### Track usage over the die

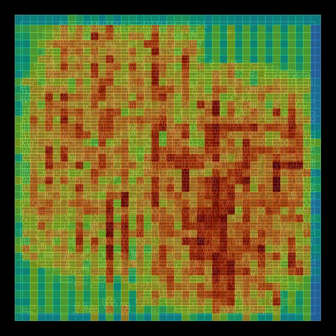
### Placement by cell class

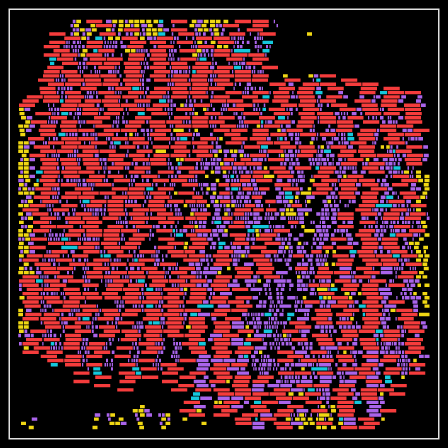
==> config.mk <==
export PLATFORM = sky130hd
export DESIGN_NAME = dcache
export DESIGN_NICKNAME = d
export VERILOG_FILES = /design/src/rtl/cpu_types_pkg.sv /design/src/rtl/dcache_frames.sv /design/src/rtl/dcache.sv
export SDC_FILE = /design/constraint.sdc
export NUM_CORES = 1
export LEC_CHECK = 0
export CORE_MARGIN = 5
export CORE_UTILIZATION = 60
export CTS_BUF_LIST = sky130_fd_sc_hd__clkbuf_4 sky130_fd_sc_hd__clkbuf_8
export CTS_CLUSTER_DIAMETER = 60
export CTS_CLUSTER_SIZE = 24
export DETAILED_ROUTE_END_ITERATION = 12
export PLACE_DENSITY = 0.79
export SYNTH_ARGS = -nofsm -noshare
export SYNTH_HDL_FRONTEND = slang
export SYNTH_SLANG_ARGS = --single-unit
==> constraint.sdc <==
create_clock -name CLK -period 9.8 [get_ports CLK]
set_input_delay 1.96 -clock CLK [delete_from_list [all_inputs] [get_ports CLK]]
set_output_delay 1.96 -clock CLK [all_outputs]
set_load 0.01 [all_outputs]
==> src/rtl/cpu_types_pkg.sv <==
// Shared types for the data cache: address split, controller states and frame write operations.
package cpu_types_pkg;

  localparam int DTAG_W = 26;
  localparam int DIDX_W = 4;

  typedef logic [31:0] word_t;

  typedef struct packed {
    logic [DTAG_W-1:0] tag;
    logic [DIDX_W-1:0] idx;
    logic [1:0]        bytoff;
  } dcachef_t;

  typedef enum logic [2:0] {
    IDLE  = 3'd0,
    WB    = 3'd1,
    FETCH = 3'd2,
    FLUSH = 3'd3,
    DONE  = 3'd4
  } dcache_state_t;

  typedef enum logic [1:0] {
    FOP_NONE  = 2'd0,
    FOP_FILL  = 2'd1,
    FOP_STORE = 2'd2,
    FOP_CLEAN = 2'd3
  } frame_op_t;

endpackage

==> src/rtl/dcache_frames.sv <==
// Frame storage for the data cache: valid/dirty flags, tags and data words,
// one combinational read port and one write port selected by frame_op_t.
module dcache_frames import cpu_types_pkg::*; #(
  parameter int SETS = 16,
  parameter int IW   = 4,
  parameter int TW   = 26
) (
  input  logic          CLK,
  input  logic          RST,
  input  logic [IW-1:0] rd_idx,
  output logic          rd_valid,
  output logic          rd_dirty,
  output logic [TW-1:0] rd_tag,
  output word_t         rd_data,
  input  frame_op_t     wr_op,
  input  logic [IW-1:0] wr_idx,
  input  logic [TW-1:0] wr_tag,
  input  word_t         wr_data
);

  logic [SETS-1:0] valid_reg;
  logic [SETS-1:0] dirty_reg;
  logic [TW-1:0]   tag_mem  [SETS];
  word_t           data_mem [SETS];

  // Flags need a reset; tag/data are only meaningful behind a valid flag.
  always_ff @(posedge CLK) begin
    if (RST) begin
      valid_reg <= '0;
      dirty_reg <= '0;
    end else begin
      case (wr_op)
        FOP_FILL: begin
          valid_reg[wr_idx] <= 1'b1;
          dirty_reg[wr_idx] <= 1'b0;
        end
        FOP_STORE: dirty_reg[wr_idx] <= 1'b1;
        FOP_CLEAN: dirty_reg[wr_idx] <= 1'b0;
        default: ;
      endcase
    end
  end

  always_ff @(posedge CLK) begin
    if (wr_op == FOP_FILL)
      tag_mem[wr_idx] <= wr_tag;
    if (wr_op == FOP_FILL || wr_op == FOP_STORE)
      data_mem[wr_idx] <= wr_data;
  end

  assign rd_valid = valid_reg[rd_idx];
  assign rd_dirty = dirty_reg[rd_idx];
  assign rd_tag   = tag_mem[rd_idx];
  assign rd_data  = data_mem[rd_idx];

endmodule

==> src/rtl/dcache.sv <==
// Direct-mapped write-back data cache with one-word blocks and halt-triggered flush.
// Optional DCACHE_STATS_EN adds hit_count/miss_count outputs.
module dcache import cpu_types_pkg::*; #(
  parameter int SETS = 16
) (
  input  logic  CLK,
  input  logic  RST,
  input  logic  dmemREN,
  input  logic  dmemWEN,
  input  word_t dmemaddr,
  input  word_t dmemstore,
  input  logic  halt,
  output word_t dmemload,
  output logic  dhit,
  output logic  flushed,
  output logic  dREN,
  output logic  dWEN,
  output word_t daddr,
  output word_t dstore,
  input  word_t dload,
  input  logic  dwait
`ifdef DCACHE_STATS_EN
  ,
  output word_t hit_count,
  output word_t miss_count
`endif
);

  localparam int IW = $clog2(SETS);
  localparam int TW = 30 - IW;

  dcache_state_t state_reg, state_next;
  logic [IW-1:0] flush_cnt_reg, flush_cnt_next;

  logic [IW-1:0] req_idx, rd_idx;
  logic [TW-1:0] req_tag, rd_tag;
  logic          rd_valid, rd_dirty;
  word_t         rd_data;
  frame_op_t     wr_op;
  word_t         wr_data;
  logic          req, hit, last_frame;
  logic          unused_byte_offset;

  assign req_idx            = dmemaddr[IW+1:2];
  assign req_tag            = dmemaddr[31:IW+2];
  assign unused_byte_offset = ^dmemaddr[1:0];
  assign req                = dmemREN | dmemWEN;
  assign rd_idx             = (state_reg == FLUSH) ? flush_cnt_reg : req_idx;
  assign last_frame         = (flush_cnt_reg == IW'(SETS - 1));

  // Halt takes priority over a pending request in IDLE, so no hit while halting.
  assign hit = !RST && (state_reg == IDLE) && !halt && req && rd_valid && (rd_tag == req_tag);

  dcache_frames #(
    .SETS (SETS),
    .IW   (IW),
    .TW   (TW)
  ) u_frames (
    .CLK      (CLK),
    .RST      (RST),
    .rd_idx   (rd_idx),
    .rd_valid (rd_valid),
    .rd_dirty (rd_dirty),
    .rd_tag   (rd_tag),
    .rd_data  (rd_data),
    .wr_op    (wr_op),
    .wr_idx   (rd_idx),
    .wr_tag   (req_tag),
    .wr_data  (wr_data)
  );

  always_comb begin
    state_next     = state_reg;
    flush_cnt_next = flush_cnt_reg;
    wr_op          = FOP_NONE;
    wr_data        = dmemstore;
    dREN           = 1'b0;
    dWEN           = 1'b0;
    daddr          = '0;
    dstore         = '0;
    case (state_reg)
      IDLE: begin
        if (halt) begin
          state_next = FLUSH;
        end else if (req) begin
          if (hit) begin
            if (dmemWEN) wr_op = FOP_STORE;
          end else if (rd_valid && rd_dirty) begin
            state_next = WB;
          end else begin
            state_next = FETCH;
          end
        end
      end
      WB: begin
        dWEN   = 1'b1;
        daddr  = {rd_tag, rd_idx, 2'b00};
        dstore = rd_data;
        if (!dwait) begin
          wr_op      = FOP_CLEAN;
          state_next = FETCH;
        end
      end
      FETCH: begin
        dREN  = 1'b1;
        daddr = {dmemaddr[31:2], 2'b00};
        if (!dwait) begin
          wr_op      = FOP_FILL;
          wr_data    = dload;
          state_next = IDLE;
        end
      end
      FLUSH: begin
        if (rd_valid && rd_dirty) begin
          dWEN   = 1'b1;
          daddr  = {rd_tag, rd_idx, 2'b00};
          dstore = rd_data;
        end
        // Clean frames retire immediately; dirty ones wait for the write to land.
        if (!(rd_valid && rd_dirty) || !dwait) begin
          if (rd_valid && rd_dirty) wr_op = FOP_CLEAN;
          flush_cnt_next = flush_cnt_reg + 1'b1;
          if (last_frame) state_next = DONE;
        end
      end
      DONE: ;
      default: state_next = IDLE;
    endcase
    if (RST) begin
      dREN   = 1'b0;
      dWEN   = 1'b0;
      daddr  = '0;
      dstore = '0;
      wr_op  = FOP_NONE;
    end
  end

  always_ff @(posedge CLK) begin
    if (RST) begin
      state_reg     <= IDLE;
      flush_cnt_reg <= '0;
    end else begin
      state_reg     <= state_next;
      flush_cnt_reg <= flush_cnt_next;
    end
  end

  assign dhit     = hit;
  assign dmemload = hit ? rd_data : '0;
  assign flushed  = !RST && (state_reg == DONE);

`ifdef DCACHE_STATS_EN
  logic  fill_reg;
  word_t hit_count_reg, miss_count_reg;

  // The hit right after a fill completes the original miss and is not counted again.
  always_ff @(posedge CLK) begin
    if (RST) begin
      fill_reg       <= 1'b0;
      hit_count_reg  <= '0;
      miss_count_reg <= '0;
    end else begin
      fill_reg <= (wr_op == FOP_FILL);
      if (state_reg == IDLE && (state_next == WB || state_next == FETCH))
        miss_count_reg <= miss_count_reg + 1'b1;
      if (hit && !fill_reg)
        hit_count_reg <= hit_count_reg + 1'b1;
    end
  end

  assign hit_count  = hit_count_reg;
  assign miss_count = miss_count_reg;
`endif

endmodule
==> impl_metrics.toml <==
# generated from flow reports
[final_timing]
hold_viol_final = 0
setup_viol = 0
timing.fmax_mhz = 113
maxSlewViolCount = 0
fin_crit_ns = 8.83
rsz0062_at_grt = "false"
skew_ns = 0.0637
worstMarginPinSlew_ns = 1.20
period_used_pct = 90.2
max-slew-margin-rel_pct = 19.5
setup-tns-final_ns = 0
setup_ws_ns = 0.965

[power_and_ir_drop]
pg_clk_mw = 2.08
p_per_area_nw_per_um2 = 187
p_int_mw = 6.16
p_sw_share_pct = 30.9
power_leader = "registers"
netSwitchingPower_mw = 2.75
p_leak_nw = 15.9
comb_power_mw = 2.07
p_seq_mw = 4.77
p_clk_share_pct = 23.3
p_comb_share_pct = 23.2

[run_status]
status = "finished, final reports clean"

[clocking]
cts_tree = "done"
cts-root-buf = "clkbuf_8"
cts-buffers-inserted = 56
cts.clk_slew.worst_paths_ns = 0.14
cts_setup_buffers = 0
holdBufCountCts = 0
htreeDepth = 2
cts_resized = 0
clock_latency_ns = 0.77
clockBufferDepth = 3

[worst_setup_path]
crit_chain = "buf_2 -> buf_12 -> a21boi_4 -> buf_4 -> a21oi_1 -> a32oi_1 -> o21ai_1 -> nor4_2 -> o21ai_2 -> nor2_4 -> and2_1 -> clkdlybuf4s50_1"
slowest_delay_ns = 0.80
start_kind = "input pin"
r2r_cells = 14
ff2ff_setup_slack_ns = 1.92
cp.required_ns = 7.84
cp_top_family = "simple AND/OR/NAND/NOR gates"
startpoint = "dmemaddr[3]"
reg2reg_from = "state_reg[2]"
crit_end = "dstore[17]"
critPathMaxFanout = 52
crit_type = "input pin to primary output"
setup.worst_path.end_class = "primary output"

[placed_design]
finalWeightedCongestion = 0.914
dpl.cell_count = 4374
placed_area_sq_um = 46400
place_ws_ns = 1.08
dpl.hpwl_mm = 68.9
numPortBuffers = 197

[detailed_routing]
met1Wirelength_mm = 42.4
drcViolationCount = 0
drt-vias-per-instance = 6.73
antenna_left = 0
vias = 30129
drtIter0Drc = 4295
drt_wl_total_mm = 119
dr_wl_met2_mm = 56.7
dr.max_layer_used = "met4"
firstDrtPassIters = 6

[synth]
synthXorXnorAreaFrac_pct = 0.467
ys_seq_share_pct = 66.4
synthCells = 3382
yosysTopAreaCell = "edfxtp_1"
edf_count = 928
top_cell = "edfxtp_1"
netlist_area_sq_um = 43100
yosysWarnings = 0
ys_sh_mux_pct = 8.51
ys.flop_type = "edfxtp_1"
async_reset_ff_share_pct = 0
avgSynthCellArea_sq_um = 12.8
ys_types = 82
synth_top_area_share_pct = 64.6
yosys-stat-cells = 3382
area_leaders = "edfxtp_1, nand2_1, nand3_1"

[flow_run]
maxCapViolations = 0
warnings = 31

[floorplan]
fp.dieW_um = 278
chip_area_sq_um = 77300
coreArea_sq_um = 71400
dieHeight_um = 278
initCoreUtil_pct = 60.4
placementRows = 98

[worst_hold_path]
holdPathEnd = "u_frames.valid_reg[2]"
whs_path_depth = 2

[global_routing]
grt_max_degree = 113
grt_util_met1_pct = 39.2
gr-total-overflow = 0
grt_pass1_vias = 29840
use_met3_pct = 5.69

[finish]
regArea_sq_um = 28700
clock_buffers = 62
postLayoutCellArea_sq_um = 47600
largest_reg_flops = 512
layout.nets = 3587
final_common_cell = "edfxtp_1"
comb_share_pct = 28.7
seq_share_pct = 60.1
buffer_area_share_pct = 5.86
num-fill-cells = 4926
stdcell_count = 4474
flop-count = 967
buffers = 293
areaGrowthSynthToFinish_pct = 10.5
inv_count = 13
mi_logic_area_sq_um = 13700
comb_cells = 2151
layout-drive-gt1-share_pct = 10.8
clockNetworkAreaShare_pct = 2.68
antenna_cells = 1
layout_top_cells = "edfxtp_1, nand2_1, nand3_1"
dominant-cell-class = "registers"
-- 'Track usage over the die' (at the start) --
gr usage total: 29.7%
met2 Use GR: 48.9%
Util after Layout: 66.8%
global route hottest layer: met2

-- 'Placement by cell class' (at the start) --
[yellow] other buffers and delay cells | cells: 293
[purple] all other logic | cells: 2164
[red] flip-flops | cells: 967
[cyan] clock drivers and dummy loads | cells: 99

